$ cat config.mk
export PLATFORM = sky130hd
export DESIGN_NAME = alu_resp
export DESIGN_NICKNAME = d
export VERILOG_FILES = /design/src/rtl/alu_resp_pkg.sv /design/src/rtl/alu_resp_mul.sv /design/src/rtl/alu_resp.sv
export SDC_FILE = /design/constraint.sdc
export NUM_CORES = 1
export LEC_CHECK = 0
export CAP_MARGIN = 20
export CORE_MARGIN = 4
export CORE_UTILIZATION = 45
export CTS_CLUSTER_SIZE = 8
export DETAILED_ROUTE_END_ITERATION = 10
export PLACE_DENSITY_LB_ADDON = 0.08
export SETUP_SLACK_MARGIN = 0.05
export SLEW_MARGIN = 20
export SYNTH_ARGS = -nofsm -noshare
export SYNTH_HDL_FRONTEND = slang
export SYNTH_SLANG_ARGS = --single-unit
$ cat constraint.sdc
create_clock -name emu_clk -period 7.96 [get_ports emu_clk]
set_input_delay 1.194 -clock emu_clk [delete_from_list [all_inputs] [get_ports emu_clk]]
set_output_delay 1.194 -clock emu_clk [all_outputs]
set_load 0.005 [all_outputs]
$ cat src/rtl/alu_resp_pkg.sv
// Shared mode encodings, FSM state type and mode classification helpers for alu_resp.
package alu_resp_pkg;

   localparam logic [7:0] MODE_ADD  = 8'd0;
   localparam logic [7:0] MODE_SUB  = 8'd1;
   localparam logic [7:0] MODE_RSUB = 8'd2;
   localparam logic [7:0] MODE_MUL  = 8'd3;
   localparam logic [7:0] MODE_SHR  = 8'd4;
   localparam logic [7:0] MODE_SHL  = 8'd5;
   localparam logic [7:0] MODE_RSHR = 8'd6;
   localparam logic [7:0] MODE_RSHL = 8'd7;
   localparam logic [7:0] MODE_XOR  = 8'd8;
   localparam logic [7:0] MODE_MAX  = 8'd8;

   typedef enum logic [1:0] {
      ST_IDLE = 2'd0,
      ST_CALC = 2'd1,
      ST_DONE = 2'd2
   } state_t;

   function automatic logic mode_supported(input logic [7:0] mode);
      return mode <= MODE_MAX;
   endfunction

   // Only the multiply spends more than one cycle in CALC.
   function automatic logic mode_multi_cycle(input logic [7:0] mode);
      return mode == MODE_MUL;
   endfunction

endpackage

$ cat src/rtl/alu_resp_mul.sv
// Serial shift-add multiplier: one multiplier bit per cycle, LSB first, truncated product.
module alu_resp_mul
   import alu_resp_pkg::*;
#(
   parameter int WIDTH = 8
) (
   input  logic             clk,
   input  logic             rst,
   input  logic             start,
   input  logic [WIDTH-1:0] a,
   input  logic [WIDTH-1:0] b,
   output logic             done,
   output logic [WIDTH-1:0] product
);

   localparam int CW = $clog2(WIDTH + 1);

   logic [WIDTH-1:0] mcand_q;
   logic [WIDTH-1:0] mplier_q;
   logic [WIDTH-1:0] acc_q;
   logic [WIDTH-1:0] acc_nxt;
   logic [CW-1:0]    cnt_q;
   logic             busy_q;

   // The last partial product is folded in combinationally, so the full
   // product is presented on the same cycle done is asserted.
   always_comb begin
      acc_nxt = acc_q + (mplier_q[0] ? mcand_q : '0);
      done    = busy_q && (cnt_q == CW'(WIDTH - 1));
      product = acc_nxt;
   end

   always_ff @(posedge clk) begin
      if (rst) begin
         mcand_q  <= '0;
         mplier_q <= '0;
         acc_q    <= '0;
         cnt_q    <= '0;
         busy_q   <= 1'b0;
      end else if (start) begin
         mcand_q  <= a;
         mplier_q <= b;
         acc_q    <= '0;
         cnt_q    <= '0;
         busy_q   <= 1'b1;
      end else if (busy_q) begin
         acc_q    <= acc_nxt;
         mcand_q  <= mcand_q << 1;
         mplier_q <= mplier_q >> 1;
         cnt_q    <= cnt_q + 1'b1;
         if (done) busy_q <= 1'b0;
      end
   end

endmodule

$ cat src/rtl/alu_resp.sv
// Single-outstanding ALU with valid/ready request and response handshakes.
module alu_resp
   import alu_resp_pkg::*;
#(
   parameter int WIDTH = 8
) (
   input  logic             emu_clk,
   input  logic             emu_rst,
   input  logic [WIDTH-1:0] a_in,
   input  logic [WIDTH-1:0] b_in,
   input  logic [7:0]       mode_in,
   input  logic             req_valid,
   output logic             req_ready,
   output logic [WIDTH-1:0] c_out,
   output logic             err,
   output logic             rsp_valid,
   input  logic             rsp_ready
);

   state_t           state_q, state_d;
   logic             rst_q;
   logic [WIDTH-1:0] a_q, b_q;
   logic [7:0]       mode_q;
   logic [WIDTH-1:0] c_q;
   logic             err_q;
   logic [WIDTH-1:0] result;
   logic             accept;
   logic             rsp_fire;
   logic             calc_last;
   logic             mul_start;
   logic             mul_done;
   logic [WIDTH-1:0] mul_product;

   assign accept    = req_valid && req_ready;
   assign rsp_fire  = rsp_valid && rsp_ready;
   assign mul_start = accept && mode_multi_cycle(mode_in);
   assign calc_last = mode_multi_cycle(mode_q) ? mul_done : 1'b1;

   alu_resp_mul #(.WIDTH(WIDTH)) u_mul (
      .clk     (emu_clk),
      .rst     (emu_rst),
      .start   (mul_start),
      .a       (a_in),
      .b       (b_in),
      .done    (mul_done),
      .product (mul_product)
   );

   always_ff @(posedge emu_clk) begin
      if (emu_rst) state_q <= ST_IDLE;
      else         state_q <= state_d;
   end

   always_comb begin
      state_d = state_q;
      case (state_q)
         ST_IDLE: if (accept)    state_d = ST_CALC;
         ST_CALC: if (calc_last) state_d = ST_DONE;
         ST_DONE: if (rsp_fire)  state_d = ST_IDLE;
         default:                state_d = ST_IDLE;
      endcase
   end

   // req_ready is held low through reset via a registered copy of the
   // reset so that no input reaches the outputs combinationally.
   always_comb begin
      req_ready = (state_q == ST_IDLE) && !rst_q;
      rsp_valid = (state_q == ST_DONE);
      c_out     = c_q;
      err       = err_q;
   end

   always_comb begin
      result = '0;
      case (mode_q)
         MODE_ADD:  result = a_q + b_q;
         MODE_SUB:  result = a_q - b_q;
         MODE_RSUB: result = b_q - a_q;
         MODE_MUL:  result = mul_product;
         MODE_SHR:  result = a_q >> b_q[2:0];
         MODE_SHL:  result = a_q << b_q[2:0];
         MODE_RSHR: result = b_q >> a_q[2:0];
         MODE_RSHL: result = b_q << a_q[2:0];
         MODE_XOR:  result = a_q ^ b_q;
         default:   result = '0;
      endcase
   end

   always_ff @(posedge emu_clk) begin
      rst_q <= emu_rst;
      if (emu_rst) begin
         a_q    <= '0;
         b_q    <= '0;
         mode_q <= '0;
         c_q    <= '0;
         err_q  <= 1'b0;
      end else begin
         if (accept) begin
            a_q    <= a_in;
            b_q    <= b_in;
            mode_q <= mode_in;
         end
         if (state_q == ST_CALC && calc_last) begin
            c_q   <= result;
            err_q <= !mode_supported(mode_q);
         end
      end
   end

endmodule

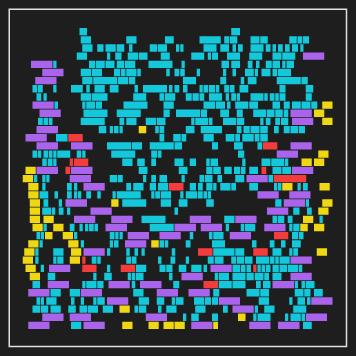
Fig. 1. Cell classes on the final placement (run 1).
(3 px per µm)
class	colour	cells	share of their area
flops	purple	65	24%
all other logic	cyan	477	64%
clock drivers and dummy loads	red	16	3.6%
other buffers and delay cells	yellow	44	7.9%

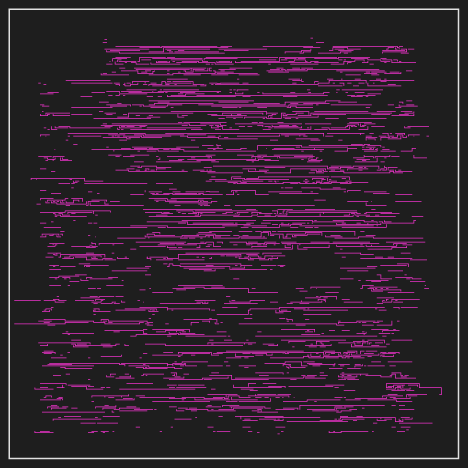
Fig. 2. The metal 1 layer (run 1).
(4 px per µm)
share of all routed wire	44%
longest straight run	39.6 µm

==> impl_metrics.json, run 1 <==
{
  "die_h_um": 112,
  "die.size.x_um": 112,
  "ys_sh_simple": 0.199,
  "numCtsBuffers": 9,
  "arrival_ns": 3.90,
  "grt-ovfl-total": 0,
  "drt_pass1_iterations": 5,
  "routabilityCongestion": 0.986,
  "ant_nets": 0,
  "avgRoutedWirePerCell_um": 19.8,
  "hold_viol": 0,
  "hpwlAfterDp_um": 11000,
  "outcome": "complete, no violations",
  "synth_area_um2": 4860,
  "fa_ha_area_frac": 0.0715,
  "logic_family": "AND-OR/OR-AND gates",
  "p_leak_nw": 1.95,
  "post-route-util": 0.527,
  "endpoint_kind": "register",
  "fp_util": 0.467,
  "grt_max_degree": 53,
  "worstPathRequired_ns": 8.14,
  "track_usage": 0.234,
  "synth-edff-count": 0,
  "synth_area_per_cell_um2": 8.37,
  "tightest_slew_ns": 0.947,
  "post-route-min-period_ns": 3.72,
  "fin_hold_ws_ns": 0.465,
  "clock_path_buffers": 2,
  "synth-compound-area-share": 0.209,
  "drt_wl_total_um": 14600,
  "topCellsByArea": "dfxtp_1, mux2i_1, mux4_2, ha_1, nand2_1",
  "drive_gt1_frac": 0.0714,
  "post_cts_buffers": 0,
  "start_kind": "register",
  "clockRootBuffer": "clkbuf_8",
  "layout_top_cells": "dfxtp_1, nand2_1, nor2_1",
  "clock_sinks": 65,
  "route.detailed.drc": 0
}
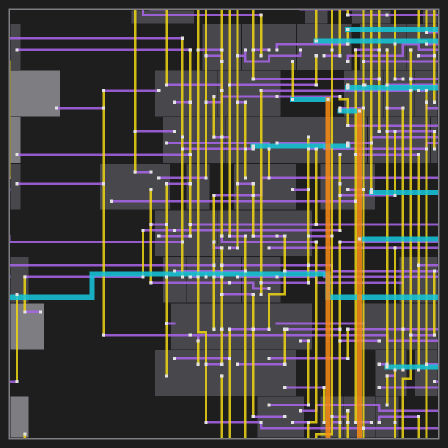
Fig. 3. A small window of the routed layout (run 1).
Window x 15 to 40, y 71 to 96 µm. Cells in grey, sequential cells in the stronger grey; small squares are vias.
layer	colour
met3	cyan
met2	yellow
met4	orange
met1	purple
sequential cells in the window	0
most frequent	mux2i_1 (6), mux4_2 (4)
cells with their middle in the window	29

-- run 1: cell usage after synthesis (14+ instances only) --
library cell / number
mux4_2: 15
dfxtp_1: 65
mux2i_1: 47
ha_1: 23
nand2_1: 64
o21ai_0: 22
a211oi_1: 19
a21oi_1: 47
nand2b_1: 14
clkbuf_1: 28
nor2_1: 59
-- run 1: power by group through the flow --
stage	combinational, W	sequential [W]	clock [W]
global placement	0.000193	0.000360	0
global route	0.000220	0.000355	0.000301
detailed placement	0.000196	0.000360	0
floorplan	0.000149	0.000348	0
CTS	0.000197	0.000353	0.000286
finish	0.000199	0.000353	0.000277
-- run 1: final timing paths --
kind	end	slack, ns	cells past startpoint
hold / removal	c_out[4]	0.46	2
hold reg to reg	c_out[4]	0.46	2
setup reg to reg	c_out[6]	4.24	11
setup / recovery	c_out[6]	4.24	11
-- run 1: layer usage --
layer	wire [µm]	GRT usage	up-vias
met5	0	0	-
met1	6360	0.311	2155
met2	6590	0.369	171
met3	1210	0.0533	28
met4	414	0.0905	0
li1	-	-	2160
-- run 1: cell families (layout without fill, tap and decap cells) --
kind of cell | count (synthesis) | in the layout
DFF | 65 | 65
muxes | 64 | 64
AOI/OAI and AO/OA | 154 | 154
xor gates and xnor gates | 20 | 20
buffers and inverters | 52 | 73
and+or+nand+nor | 200 | 200
adders and majority gates | 26 | 26
-- run 1: registers in the layout, indices dropped and copies added (netlist names) --
signal          cells
u_mul.cnt_q         4
u_mul.mplier_q      8
u_mul.acc_q         8
mode_q              8
u_mul.mcand_q       8
err                 1
c_out               8
u_mul.busy_q        1
a_q                 8
b_q                 8
state_q             2
rst_q               1
-- run 1: critical path, cell delays in order, from the launching register on --
cell and delay (ns):
dfxtp_1 0.91, clkinv_1 0.52, ha_1 0.38, nor2_1 0.13, xnor2_1 0.13, ha_1 0.29, nor2b_1 0.16, o31a_1 0.26
o21a_1 0.18, or3_1 0.30, a32oi_1 0.20, a221oi_1 0.09
-- run 1: per-stage QoR --
stage               total power (W)  cell area (µm²)  std cells
floorplan                  0.000496             4860        581
global placement           0.000553             5300        722
detailed placement         0.000556             5300        722
finish                     0.000830             5490        738
CTS                        0.000836             5490        738
global route               0.000875             5490        738
-- run 1: cell type report --
cell class	count	area [µm²]
fillers	1050	4930
multi-input cells	464	3360
flip-flops and latches	65	1300
repair buffers	44	420
well taps	136	170
clock buffers	13	149
inverters	13	48.8
clock inverters	3	40.0
Fig. 4: run 1, sizing map
(3 px per µm)
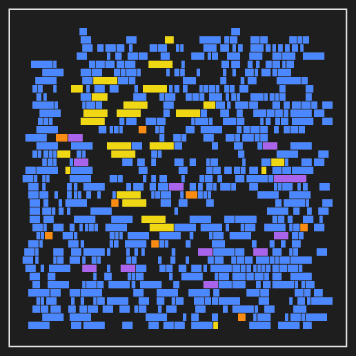

==> inputs of run 2 (changes only) <==
==> constraint.sdc (replaced) <==
create_clock -name emu_clk -period 3.2 [get_ports emu_clk]
set_input_delay 0.48 -clock emu_clk [delete_from_list [all_inputs] [get_ports emu_clk]]
set_output_delay 0.48 -clock emu_clk [all_outputs]
set_load 0.005 [all_outputs]
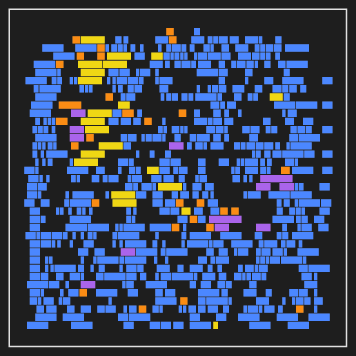
Fig. 5. Sizing map (run 2).
(3 px per µm)
size	colour	cells	share
drive 6 and up	purple	12	1.9%
drive 3 to 4	orange	28	4.5%
drive 1 or less	blue	558	90%
drive 2	yellow	21	3.4%

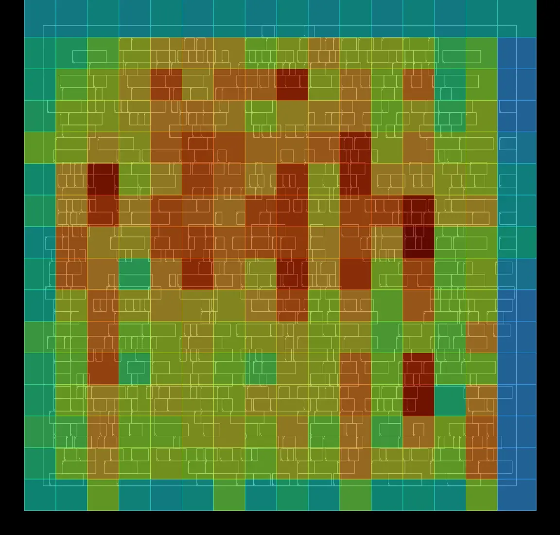
Fig. 6. Routing congestion (run 2).
Global Route met1 Usage: 0.329
final core utilization: 0.543

==> run 2 against run 1 <==
Against the previous run:
- hold slack got worse by 0.029 ns
- die size did not move
- via count rose by 1.3%
- largest power group unchanged
- synthesized cell count did not move
- wire length rose by 4.3%
==> impl_metrics.json, run 2 <==
{
  "outcome": "complete, no violations",
  "synth_dominant_cell_count": "dfxtp_1",
  "yosys.area.top_type": "dfxtp_1",
  "critPathLaunch": "mode_q[3]",
  "hold_viol": 0,
  "port_buffers": 38,
  "ant_nets": 0,
  "finalPower_w": 0.00219,
  "crit_buf_inv": 1,
  "ys_cells": 581,
  "worst-r2r-cell-count": 11,
  "fp_util": 0.467,
  "clock_sinks": 65,
  "crit_path_max_incr_delay_ns": 0.53,
  "common_cells": "dfxtp_1, nand2_1, nor2_1",
  "regToRegEndpoint": "c_out[7]",
  "clockRootBuffer": "clkbuf_8",
  "core_um2": 10400,
  "post-route-min-period_ns": 2.95,
  "grt-ovfl-total": 0,
  "hpwlAfterDp_um": 11600,
  "drt_pass1_iterations": 5,
  "layout_top_cells": "dfxtp_1, nand2_1, nor2_1",
  "worstPathRequired_ns": 3.47,
  "whs_path_depth": 1,
  "p_leak_nw": 2.05,
  "tritoncts": "built",
  "grt_max_degree": 41,
  "tightest_slew_ns": 0.784,
  "routabilityCongestion": 0.970,
  "synth_area_per_cell_um2": 8.37,
  "endpoint_kind": "register",
  "warnings": 27,
  "avgRoutedWirePerCell_um": 20.1,
  "nFillCells": 1024,
  "drtIter0Drc": 439,
  "track_usage": 0.243,
  "topCellsByArea": "dfxtp_1, mux2i_1, mux4_2, ha_1, nand2_1",
  "synth-edff-count": 0,
  "path_common_cell": "a31oi_1",
  "finalMaxSlewViolations": 0,
  "cp.depth": 11,
  "r2r_setup_slack_ns": 0.25,
  "numCtsBuffers": 9,
  "crit_end": "c_out[7]",
  "grt_pass1_wl_um": 24000,
  "ys_seq_share": 0.268,
  "cp_top_family": "simple AND/OR/NAND/NOR gates",
  "num_antenna_cells": 0,
  "synth_area_um2": 4860,
  "start_kind": "register",
  "die.size.x_um": 112,
  "rsz0062_at_grt": "false",
  "ys_area_um2": 4860,
  "finalSetupTns_ns": 0,
  "crit_chain": "nor2_1, and4b_2, buf_4, a31oi_1, xnor2_1, ha_1, or4_1, o22ai_1, xnor3_1, nand2b_1, a31oi_1",
  "route.detailed.drc": 0,
  "setup_viol": 0,
  "drive_gt1_frac": 0.0985,
  "area_growth_syn_to_layout_pct": 16.2,
  "drt_wl_total_um": 15200,
  "arrival_ns": 3.22,
  "die_h_um": 112,
  "fin_hold_ws_ns": 0.436,
  "relSlewSlack": 0.476,
  "ir_worst_vdd_mv": 0.281,
  "cpMaxStageDelayCell": "dfxtp_1",
  "clock_path_buffers": 2
}
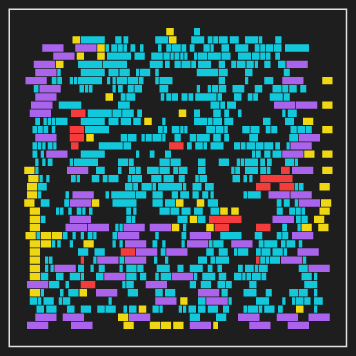
Fig. 7. Cell classes on the final placement (run 2).
(3 px per µm)
class	colour	cells	share of their area
clock drivers and dummy loads	red	16	4.0%
all other logic	cyan	477	62%
other buffers and delay cells	yellow	61	10%
flops	purple	65	24%

[run 2: report_power, final]
group | total, W | switching, W | internal (W)
combinational | 0.000536 | 0.000288 | 0.000248
clock | 0.000791 | 0.000329 | 0.000462
sequential | 0.000861 | 0.0000322 | 0.000829
[run 2: layout make-up]
type,instances,area [µm²],share of cell area
Clock buffer,12,145,0.0257
Clock inverter,4,76.3,0.0135
Multi-Input combinational cell,464,3360,0.595
Timing Repair Buffer,61,548,0.0970
Tap cell,136,170,0.0301
Sequential cell,65,1300,0.230
Inverter,13,48.8,0.00863
[run 2: repair_timing]
action                     4_1_cts  5_1_grt
setup endpoints to repair        0        1
buffers inserted                 0        1
resized                          0        2
[run 2: logic make-up after synthesis]
kind of cell / share of synthesized area
and+or+nand+nor: 0.199
buffers and inverters: 0.0430
muxes: 0.171
DFF: 0.268
adders and majority gates: 0.0715
AOI/OAI and AO/OA: 0.209
xor gates and xnor gates: 0.0389
[run 2: how the worst min path moves through the flow]
| stage | from | endpoint | slack [ns] |
|---|---|---|---|
| final | emu_rst | rst_q | 0.44 |
| after CTS | emu_rst | rst_q | 0.41 |
| after floorplan | state_q[1] | state_q[0] | 0.43 |
| after global routing | emu_rst | rst_q | 0.43 |
| after detailed placement | c_out[4] | c_out[4] | 0.46 |
| after global placement | state_q[1] | state_q[0] | 0.46 |
[run 2: through the flow]
stage | instances | utilization | worst slack, ns | area, µm²
floorplan | 581 | - | 0.206 | 4860
global placement | 738 | 0.520 | 0.268 | 5410
detailed placement | 738 | 0.520 | 0.216 | 5410
CTS | 754 | 0.541 | 0.192 | 5630
global route | 755 | 0.543 | 0.0570 | 5650
finish | 755 | 0.543 | 0.248 | 5650
[run 2: layer usage]
layer	wire length, µm	global-route usage
met1	6740	0.329
met5	0	0
met3	1080	0.0543
met4	523	0.0905
met2	6860	0.380
Fig. 8: run 2, a small window of the routed layout
Window x 15 to 40, y 71 to 96 µm. Cells in grey, sequential cells in the stronger grey; small squares are vias.
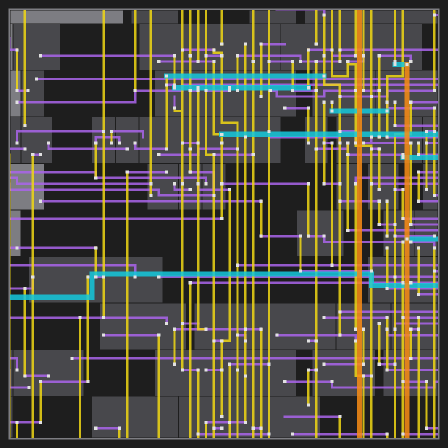

==> inputs of run 3 (changes only) <==
--- a/config.mk
+++ b/config.mk
@@ -5,11 +5,13 @@
 export SDC_FILE = /design/constraint.sdc
 export NUM_CORES = 1
 export LEC_CHECK = 0
+export ABC_AREA = 1
 export CAP_MARGIN = 20
 export CORE_MARGIN = 4
 export CORE_UTILIZATION = 45
 export CTS_CLUSTER_SIZE = 8
 export DETAILED_ROUTE_END_ITERATION = 10
+export GPL_TIMING_DRIVEN = 0
 export PLACE_DENSITY_LB_ADDON = 0.08
 export SETUP_SLACK_MARGIN = 0.05
 export SLEW_MARGIN = 20
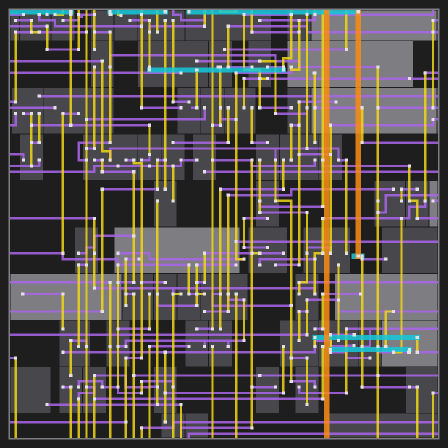
Fig. 9. A small window of the routed layout (run 3).
Window x 16 to 41, y 72 to 97 µm. Cells in grey, sequential cells in the stronger grey; small squares are vias.
layer	colour
met3	cyan
met4	orange
met2	yellow
met1	purple
most frequent	nand2_1 (27), dfxtp_1 (6), a31oi_1 (4)
sequential cells in the window	6
cells with their middle in the window	61
netlist names of flops here include	u_mul.mcand_q (5), u_mul.mplier_q (1)

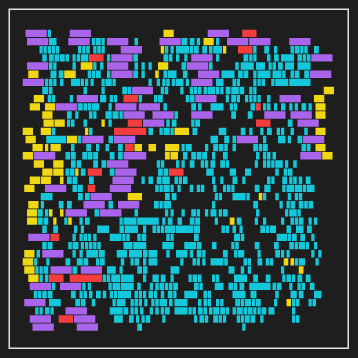
Fig. 10. Cell classes on the final placement (run 3).
(3 px per µm)
class	colour	cells	share of their area
flops	purple	65	24%
other buffers and delay cells	yellow	65	9.8%
all other logic	cyan	701	63%
clock drivers and dummy loads	red	16	4.1%

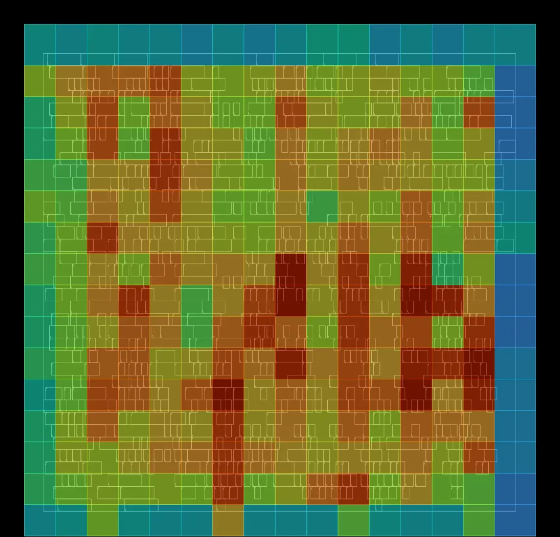
Fig. 11. Routing congestion (run 3).
Global Route met2 Usage: 0.403
Overall Global Routing Usage: 0.261
wire per inst: 16.8 µm
grt peak-use layer: met2
Global Route met1 Usage: 0.350

==> run 3 against run 2 <==
Against the previous run:
- final area grew 0.91%
- non-clock buffer count grew 4
- largest power group unchanged
- hold slack gained 0.030 ns
- sequential share of layout area shrank 0.19 points
- via count grew 19%
- wire length grew 8.4%
- register-to-register slack gained 0.11 ns
- highest routed layer unchanged
- final cell count grew 30%
- first-iteration DRC count shrank 10%
==> impl_metrics.json, run 3 <==
{
  "outcome": "complete, no violations",
  "numCtsBuffers": 9,
  "synth_area_um2": 4920,
  "drt_pass1_iterations": 6,
  "tightest_slew_ns": 0.722,
  "post-route-min-period_ns": 2.84,
  "drt_wl_total_um": 16500,
  "drtIter0Drc": 395,
  "die.size.x_um": 113,
  "die_h_um": 113,
  "relSlewSlack": 0.514,
  "drive_gt1_frac": 0.0685,
  "cpMaxStageDelayCell": "dfxtp_2",
  "common_cells": "nand2_1, inv_1, dfxtp_1",
  "stdcell_count": 983,
  "whs_path_depth": 2,
  "route.detailed.drc": 0,
  "ant_nets": 0,
  "dp_cells": 967,
  "arrival_ns": 3.07,
  "fin_hold_ws_ns": 0.466,
  "worstPathRequired_ns": 3.43,
  "p_sw_w": 0.000811,
  "synth-edff-count": 0,
  "comb_power_share": 0.284,
  "start_kind": "register",
  "ys_area_um2": 4920,
  "rsz0062_at_grt": "false",
  "crit_buf_inv": 4,
  "ys_seq_share": 0.265,
  "port_buffers": 38,
  "tritoncts": "built",
  "clock_sinks": 65,
  "p_clk_frac": 0.343,
  "synth_dominant_cell_count": "nand2_1",
  "area_growth_syn_to_layout_pct": 16.0,
  "crit_end": "c_out[7]",
  "hpwlAfterDp_um": 13300,
  "crit_chain": "inv_2, clkbuf_4, ha_1, inv_1, nor3_2, nand3_1, nand2_1, xor2_1, ha_1, nand2_1, inv_1, nand2_1, nand2_1, a21oi_1, nand3_1, nand3_1, nand2_1, o21ai_0, a21oi_1",
  "fp_util": 0.470,
  "finalMaxSlewViolations": 0,
  "critPathLaunch": "a_q[1]",
  "warnings": 27,
  "topCellsByArea": "dfxtp_1, nand2_1, a21oi_1, nand3_1, o21ai_0",
  "regToRegEndpoint": "c_out[7]",
  "clock_path_buffers": 2,
  "nFillCells": 1139,
  "hold_viol": 0,
  "crit_path_max_incr_delay_ns": 0.38,
  "synth_area_per_cell_um2": 6.20,
  "grt_max_degree": 13,
  "cp_top_family": "simple AND/OR/NAND/NOR gates",
  "ir_worst_vdd_mv": 0.462,
  "num_antenna_cells": 0,
  "endpoint_kind": "register",
  "core_um2": 10500,
  "yosys.area.top_type": "dfxtp_1",
  "sw_frac_of_total": 0.345,
  "worst-r2r-cell-count": 19
}
-- run 3: how the worst min path moves through the flow --
stage,end,start
3_5_place_dp,c_out[5],c_out[5]
2_1_floorplan,u_mul.mplier_q[7],u_mul.mplier_q[7]
6_report,c_out[5],c_out[5]
4_1_cts,c_out[5],c_out[5]
3_3_place_gp,c_out[5],c_out[5]
5_1_grt,c_out[5],c_out[5]
-- run 3: cells by family (layout without fill, tap and decap cells) --
kind of cell               count (synthesis)  after routing  share of synthesized area
and+or+nand+nor                          415            415                      0.363
AOI/OAI and AO/OA                        157            157                      0.174
buffers and inverters                    115            169                      0.100
DFF                                       65             65                      0.265
adders and majority gates                 26             26                     0.0708
xor gates and xnor gates                  14             14                     0.0249
muxes                                      1              1                    0.00204
-- run 3: power by group through the flow --
| stage | clock network (W) | logic, W | registers [W] |
|---|---|---|---|
| 6_report | 0.000808 | 0.000668 | 0.000877 |
| 3_3_place_gp | 0 | 0.000643 | 0.000893 |
| 5_1_grt | 0.000864 | 0.000742 | 0.000880 |
| 3_5_place_dp | 0 | 0.000652 | 0.000894 |
| 4_1_cts | 0.000818 | 0.000655 | 0.000875 |
| 2_1_floorplan | 0 | 0.000457 | 0.000878 |
-- run 3: layout make-up --
| type | instances | area [µm²] | share of cell area |
|---|---|---|---|
| flip-flops and latches | 65 | 1300 | 0.228 |
| multi-input cells | 613 | 3130 | 0.548 |
| clock inverters | 6 | 90.1 | 0.0158 |
| repair buffers | 38 | 380 | 0.0667 |
| inverters | 88 | 330 | 0.0579 |
| clock buffers | 10 | 138 | 0.0241 |
| plain buffers | 27 | 164 | 0.0287 |
| well taps | 136 | 170 | 0.0298 |
-- run 3: per-stage QoR --
step            util  area [µm²]  setup slack, ns  total power (W)
3_5_place_dp   0.522        5470            0.120          0.00155
2_1_floorplan      -        4920            0.745          0.00134
4_1_cts        0.544        5690            0.119          0.00235
3_3_place_gp   0.522        5470            0.195          0.00154
5_1_grt        0.545        5700            0.188          0.00249
6_report       0.545        5700            0.361          0.00235
-- run 3: layer usage --
layer	share of wire	track usage	up-vias	wire length, µm
li1	-	-	2695	-
met1	0.47	0.350	2501	7770
met2	0.43	0.403	195	7150
met3	0.064	0.0528	34	1050
met4	0.031	0.118	0	514
met5	0	0	-	0
-- run 3: repair_timing --
item                                    4_1_cts  5_1_grt
setup buffers                                 0        0
hold endpoints to repair                      0        0
resized                                       0        5
endpoints found under the setup margin        0        3
-- run 3: tightest hold or removal path, stage by stage, from the launching register on --
cell	delay, ns
dfxtp_1	0.31
nand2_1	0.06
a21oi_1	0.05
Power figures rest on the tool's default switching activity, not on a simulated workload.
